Fig. 1: run 1, ports around the boundary
Pins as bars across the die edge, other pins in gray.
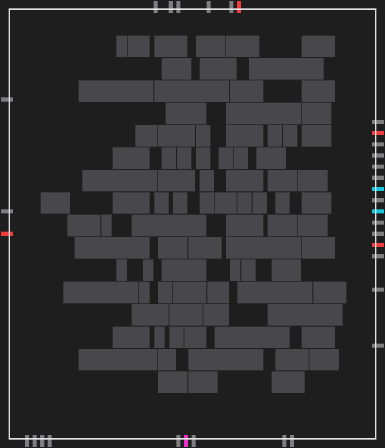
Fig. 2: run 1, drive-strength map
The bar under the picture is 10 um long.
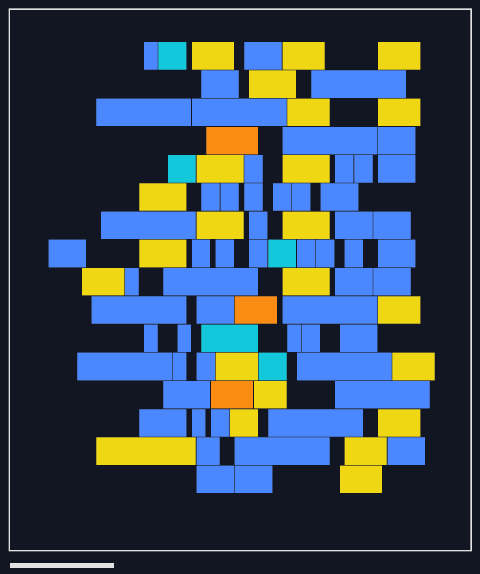
Fig. 3: run 1, clock distribution
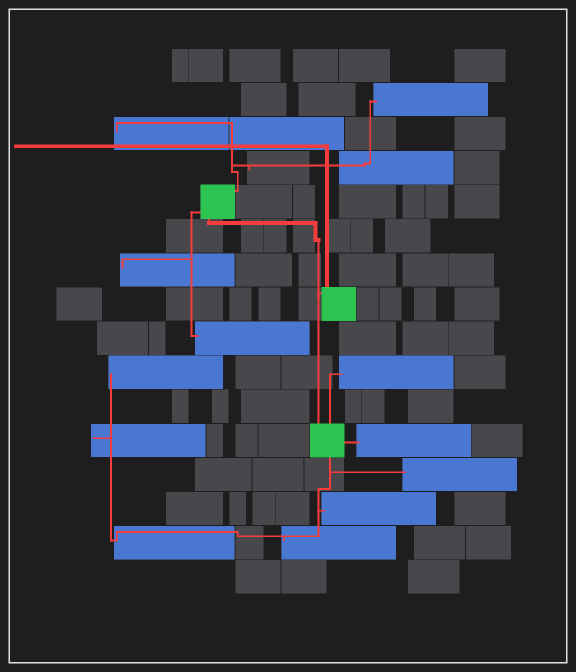
$ cat src/rtl/jk_latch_controller_if.sv
// jk_latch_controller_if: requester handshake and JK latch-bank bus of the controller
// Signals: req0/req1, cmd0/cmd1, mask0/mask1 (requester commands), ack0/ack1 (completion pulses),
//          q_in (latch feedback), j_out/k_out/en (latch drive), busy, err (status).
// Modports: master drives requests and latch feedback, slave is the controller.
interface jk_latch_controller_if #(parameter int WIDTH = 4);
    logic             req0, req1;
    logic [1:0]       cmd0, cmd1;
    logic [WIDTH-1:0] mask0, mask1;
    logic [WIDTH-1:0] q_in;
    logic [WIDTH-1:0] j_out, k_out;
    logic             en;
    logic             ack0, ack1;
    logic             busy;
    logic             err;
    modport master (
        output req0, req1, cmd0, cmd1, mask0, mask1, q_in,
        input  j_out, k_out, en, ack0, ack1, busy, err
    );
    modport slave (
        input  req0, req1, cmd0, cmd1, mask0, mask1, q_in,
        output j_out, k_out, en, ack0, ack1, busy, err
    );
endinterface

$ cat src/rtl/jk_latch_controller.sv
// jk_latch_controller: two-requester round-robin driver of a WIDTH-bit JK latch bank
// Ports: clk (rising edge), rst_n (async active-low), bus (jk_latch_controller_if.slave):
//        requests/commands/masks in, ack0/ack1 out, q_in feedback in, j_out/k_out/en drive out,
//        busy and err status out.
// Optional feature: define JK_CTRL_CHECK_EN to add the CHECK state and result compare (err);
//        without it err is tied low and SETTLE goes straight to ACK.
module jk_latch_controller #(
    parameter int WIDTH = 4
) (
    input logic                 clk,
    input logic                 rst_n,
    jk_latch_controller_if.slave bus
);
`ifdef JK_CTRL_CHECK_EN
    typedef enum logic [2:0] {IDLE, DRIVE, SETTLE, CHECK, ACK} state_t;
`else
    typedef enum logic [2:0] {IDLE, DRIVE, SETTLE, ACK} state_t;
`endif
    state_t           state_q, state_d;
    logic             last_q, last_d;
    logic             win1, grant;
    logic [1:0]       sel_cmd;
    logic [WIDTH-1:0] sel_mask;
    logic             en_q, en_d;
    logic [WIDTH-1:0] j_q, j_d, k_q, k_d;
    logic             ack0_q, ack0_d, ack1_q, ack1_d;
    // On a tie the requester not granted last time wins; last_q also names the current grant.
    assign win1     = bus.req1 & (~bus.req0 | ~last_q);
    assign grant    = (state_q == IDLE) & (bus.req0 | bus.req1);
    assign sel_cmd  = win1 ? bus.cmd1 : bus.cmd0;
    assign sel_mask = win1 ? bus.mask1 : bus.mask0;
    always_comb begin
        state_d = state_q;
        last_d  = last_q;
        case (state_q)
            IDLE: begin
                state_d = grant ? DRIVE : IDLE;
                last_d  = grant ? win1 : last_q;
            end
            DRIVE:  state_d = SETTLE;
`ifdef JK_CTRL_CHECK_EN
            SETTLE: state_d = CHECK;
            CHECK:  state_d = ACK;
`else
            SETTLE: state_d = ACK;
`endif
            ACK:    state_d = IDLE;
            default: state_d = IDLE;
        endcase
    end
    // Outputs are registered from the next state so en/j/k appear in the DRIVE cycle itself.
    assign en_d   = state_d == DRIVE;
    assign j_d    = en_d ? sel_mask & {WIDTH{sel_cmd[1]}} : '0;
    assign k_d    = en_d ? sel_mask & {WIDTH{sel_cmd[0]}} : '0;
    assign ack0_d = (state_d == ACK) & ~last_q;
    assign ack1_d = (state_d == ACK) & last_q;
    always_ff @(posedge clk or negedge rst_n) begin
        if (!rst_n) begin
            state_q <= IDLE;
            last_q  <= 1'b1;
            en_q    <= 1'b0;
            j_q     <= '0;
            k_q     <= '0;
            ack0_q  <= 1'b0;
            ack1_q  <= 1'b0;
        end else begin
            state_q <= state_d;
            last_q  <= last_d;
            en_q    <= en_d;
            j_q     <= j_d;
            k_q     <= k_d;
            ack0_q  <= ack0_d;
            ack1_q  <= ack1_d;
        end
    end
`ifdef JK_CTRL_CHECK_EN
    logic [1:0]       cmd_q, cmd_d;
    logic [WIDTH-1:0] mask_q, mask_d, q_pre_q, q_pre_d, f, exp_q;
    logic             err_q, err_d;
    assign cmd_d   = grant ? sel_cmd : cmd_q;
    assign mask_d  = grant ? sel_mask : mask_q;
    assign q_pre_d = grant ? bus.q_in : q_pre_q;
    assign f       = cmd_q == 2'b00 ? q_pre_q : cmd_q == 2'b01 ? '0 : cmd_q == 2'b10 ? '1 : ~q_pre_q;
    assign exp_q   = (q_pre_q & ~mask_q) | (mask_q & f);
    // err clears at each grant and is loaded once, on the CHECK exit edge.
    assign err_d   = grant ? 1'b0 : (state_q == CHECK) ? |(bus.q_in ^ exp_q) : err_q;
    always_ff @(posedge clk or negedge rst_n) begin
        if (!rst_n) begin
            cmd_q   <= '0;
            mask_q  <= '0;
            q_pre_q <= '0;
            err_q   <= 1'b0;
        end else begin
            cmd_q   <= cmd_d;
            mask_q  <= mask_d;
            q_pre_q <= q_pre_d;
            err_q   <= err_d;
        end
    end
    assign bus.err = err_q;
`else
    assign bus.err = 1'b0;
`endif
    assign bus.en    = en_q;
    assign bus.j_out = j_q;
    assign bus.k_out = k_q;
    assign bus.ack0  = ack0_q;
    assign bus.ack1  = ack1_q;
    assign bus.busy  = state_q != IDLE;
endmodule
$ cat src/flat_wrapper.sv
// flat-port wrapper written by rule: the top's interface ports become plain ports
module jk_latch_controller_flat 
#(
    parameter int WIDTH = 4
)
  (clk, rst_n, bus_req0, bus_req1, bus_cmd0, bus_cmd1, bus_mask0, bus_mask1, bus_q_in, bus_j_out, bus_k_out, bus_en, bus_ack0, bus_ack1, bus_busy, bus_err);
  jk_latch_controller_if #(.WIDTH(WIDTH)) bus_i ();
  input logic clk;
  input logic rst_n;
  input wire logic [$bits(bus_i.req0)-1:0] bus_req0;
  input wire logic [$bits(bus_i.req1)-1:0] bus_req1;
  input wire logic [$bits(bus_i.cmd0)-1:0] bus_cmd0;
  input wire logic [$bits(bus_i.cmd1)-1:0] bus_cmd1;
  input wire logic [$bits(bus_i.mask0)-1:0] bus_mask0;
  input wire logic [$bits(bus_i.mask1)-1:0] bus_mask1;
  input wire logic [$bits(bus_i.q_in)-1:0] bus_q_in;
  output wire logic [$bits(bus_i.j_out)-1:0] bus_j_out;
  output wire logic [$bits(bus_i.k_out)-1:0] bus_k_out;
  output wire logic [$bits(bus_i.en)-1:0] bus_en;
  output wire logic [$bits(bus_i.ack0)-1:0] bus_ack0;
  output wire logic [$bits(bus_i.ack1)-1:0] bus_ack1;
  output wire logic [$bits(bus_i.busy)-1:0] bus_busy;
  output wire logic [$bits(bus_i.err)-1:0] bus_err;
  assign bus_i.req0 = bus_req0;
  assign bus_i.req1 = bus_req1;
  assign bus_i.cmd0 = bus_cmd0;
  assign bus_i.cmd1 = bus_cmd1;
  assign bus_i.mask0 = bus_mask0;
  assign bus_i.mask1 = bus_mask1;
  assign bus_i.q_in = bus_q_in;
  assign bus_j_out = bus_i.j_out;
  assign bus_k_out = bus_i.k_out;
  assign bus_en = bus_i.en;
  assign bus_ack0 = bus_i.ack0;
  assign bus_ack1 = bus_i.ack1;
  assign bus_busy = bus_i.busy;
  assign bus_err = bus_i.err;
  jk_latch_controller #(.WIDTH(WIDTH)) u_core (.clk(clk), .rst_n(rst_n), .bus(bus_i));
endmodule
$ cat config.mk
export PLATFORM = sky130hd
export DESIGN_NAME = jk_latch_controller_flat
export DESIGN_NICKNAME = d
export VERILOG_FILES = /design/src/rtl/jk_latch_controller_if.sv /design/src/rtl/jk_latch_controller.sv /design/src/flat_wrapper.sv
export SDC_FILE = /design/constraint.sdc
export NUM_CORES = 1
export LEC_CHECK = 0
export CORE_ASPECT_RATIO = 1.2
export CORE_MARGIN = 3
export CORE_UTILIZATION = 38
export DETAILED_ROUTE_END_ITERATION = 8
export GPL_TIMING_DRIVEN = 0
export PLACE_DENSITY = 0.79
export SYNTH_ARGS = -nofsm -noshare
export SYNTH_HDL_FRONTEND = slang
export SYNTH_SLANG_ARGS = --single-unit
$ cat constraint.sdc
create_clock -name clk -period 1.62 [get_ports clk]
set_input_delay 0.324 -clock clk [delete_from_list [all_inputs] [get_ports clk]]
set_output_delay 0.324 -clock clk [all_outputs]
set_load 0.1 [all_outputs]
==> flow_metrics.py, run 1 <==
# Synthesis and PnR figures
metrics = {
    "drt": {
        "vias_per_cell": 5.08,
        "wl_um": 1430,
    },
    "synthesis": {
        "synth_top_area_share_pct": 48.5,
        "synth-xor-area-share_pct": 0,
        "fp_nets": 79,
        "ys_area_um2": 671,
        "syn_avg_cell_area_um2": 11.8,
        "top_cells_by_count": "16 x nand3_1, 13 x dfrtp_1, 8 x a211oi_2, 4 x inv_1, 2 x ha_1",
        "ys_sh_adder_pct": 3.73,
    },
    "power_and_ir_drop": {
        "p_int_uw": 920,
        "total_power_uw": 2080,
        "power.switching_uw": 1160,
        "power.leakage_uw": 0.000424,
        "sequentialPowerShare_pct": 25.0,
    },
    "setup_path": {
        "cp_num_cells": 4,
        "r2r_slack_ns": 0.20,
        "slowest_stage": "dfrtp_1",
    },
    "layout": {
        "final-nonclk-buf-share_pct": 30.3,
        "num-clock-buffers": 4,
        "multi_input_comb_cells": 36,
        "stdcell_count": 106,
        "fin_nets": 111,
        "fillers": 137,
        "fin_area_um2": 1010,
        "signal_buffers": 30,
    },
    "cts": {
        "cts_tree": "done",
        "post_cts_buffers": 0,
        "htreeDepth": 1,
        "cts_root_buf": "clkbuf_4",
    },
    "timing": {
        "fin_tns_setup_ns": 0,
        "max_freq_mhz": 649,
        "hold_viol": 0,
    },
    "status": {
        "status": "finished clean",
    },
    "job": {
        "warnings": 31,
    },
    "grt": {
        "met3_usage_pct": 5.54,
    },
}
About Fig. 1:
Key: `bus_j_out` = red [pins 4, direction output, edge 2 right, 1 top, 1 left]; `bus_cmd1` = cyan [pins 2, direction input, edge right]; `bus_req0` = magenta [pins 1, direction input, edge bottom]
All pins by edge: 15 right, 9 bottom, 6 top, 3 left.

About Fig. 2:
Key: x3 and x4 = cyan [cells 5, most used clkbuf_4]; x2 = yellow [cells 23, most used clkdlybuf4s15_2]; x6 and larger = orange [cells 3, most used buf_6]; x1 and smaller = blue [cells 57, most used nand3_1]

About Fig. 3:
Key: clock-net drivers = green [count 3]; clock wires = red [length 176 um]; flip-flops = blue [count 14]
There are 4 routed clock nets.

## Run 2: what changed since run 1
- TNS_END_PERCENT: unset -> 1
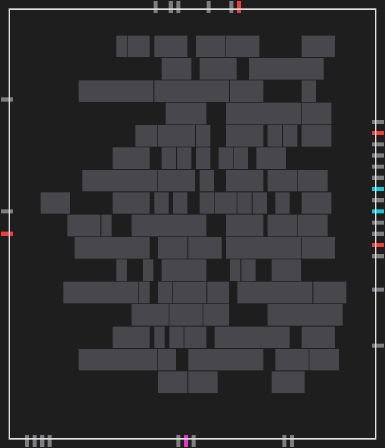
Fig. 4. Ports around the boundary (run 2).
Pins as bars across the die edge, other pins in gray.
Key: `bus_j_out` = red [pins 4, direction output, edge 2 right, 1 top, 1 left]; `bus_cmd1` = cyan [pins 2, direction input, edge right]; `bus_req0` = magenta [pins 1, direction input, edge bottom]
All pins by edge: 15 right, 9 bottom, 6 top, 3 left.

==> flow_metrics.py, run 2 <==
# Synthesis and PnR figures
metrics = {
    "cts": {
        "post_cts_buffers": 0,
        "ctsHoldBuffers": 0,
        "htreeDepth": 1,
        "clkTransAtPathRegs_ns": 0.08,
        "cts_tree": "done",
        "cts_root_buf": "clkbuf_4",
    },
    "layout": {
        "num-clock-buffers": 4,
        "final-nonclk-buf-share_pct": 29.9,
        "fin_nets": 111,
        "stdcell_count": 106,
        "multi_input_comb_cells": 36,
        "signal_buffers": 30,
        "final_cell_mix": "16 x nand3_1, 15 x clkdlybuf4s50_1, 13 x dfrtp_1, 10 x clkdlybuf4s15_2, 8 x a211oi_2",
        "fin_area_um2": 1010,
    },
    "place": {
        "io_buffer_count": 27,
        "dp_slack_ns": -0.507,
    },
    "setup_path": {
        "cp_num_cells": 4,
        "worst_path_largest_cell_delay_ns": 0.35,
        "crit_family": "buffers and inverters",
        "slowest_stage": "dfrtp_1",
        "critPathMaxFanout": 4,
    },
    "grt": {
        "met3_usage_pct": 5.54,
        "grt_max_degree": 15,
    },
    "synthesis": {
        "fp_nets": 79,
        "syn_avg_cell_area_um2": 11.8,
        "ys_area_um2": 671,
        "top_cells_by_count": "16 x nand3_1, 13 x dfrtp_1, 8 x a211oi_2, 4 x inv_1, 2 x ha_1",
        "ys_sh_adder_pct": 3.73,
        "synth-xor-area-share_pct": 0,
    },
    "drt": {
        "wl_um": 1430,
        "vias_per_cell": 5.08,
    },
    "power_and_ir_drop": {
        "power.leakage_uw": 0.000425,
        "p_int_uw": 916,
        "sequentialPowerShare_pct": 25.0,
        "total_power_uw": 2070,
        "cellPowerDensity_nw_per_um2": 2060,
    },
    "die": {
        "die_x_um": 44.4,
    },
    "status": {
        "status": "finished clean",
    },
    "job": {
        "warnings": 32,
        "cap_violations": 0,
    },
    "timing": {
        "hold_viol": 0,
        "max_freq_mhz": 649,
    },
}
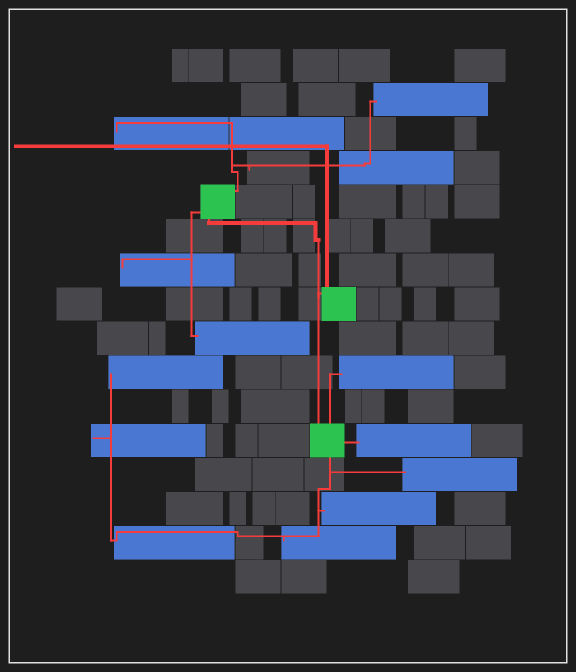
Fig. 5. Clock distribution (run 2).
Key: flip-flops = blue [count 14]; clock wires = red [length 176 um]; clock-net drivers = green [count 3]
There are 4 routed clock nets.

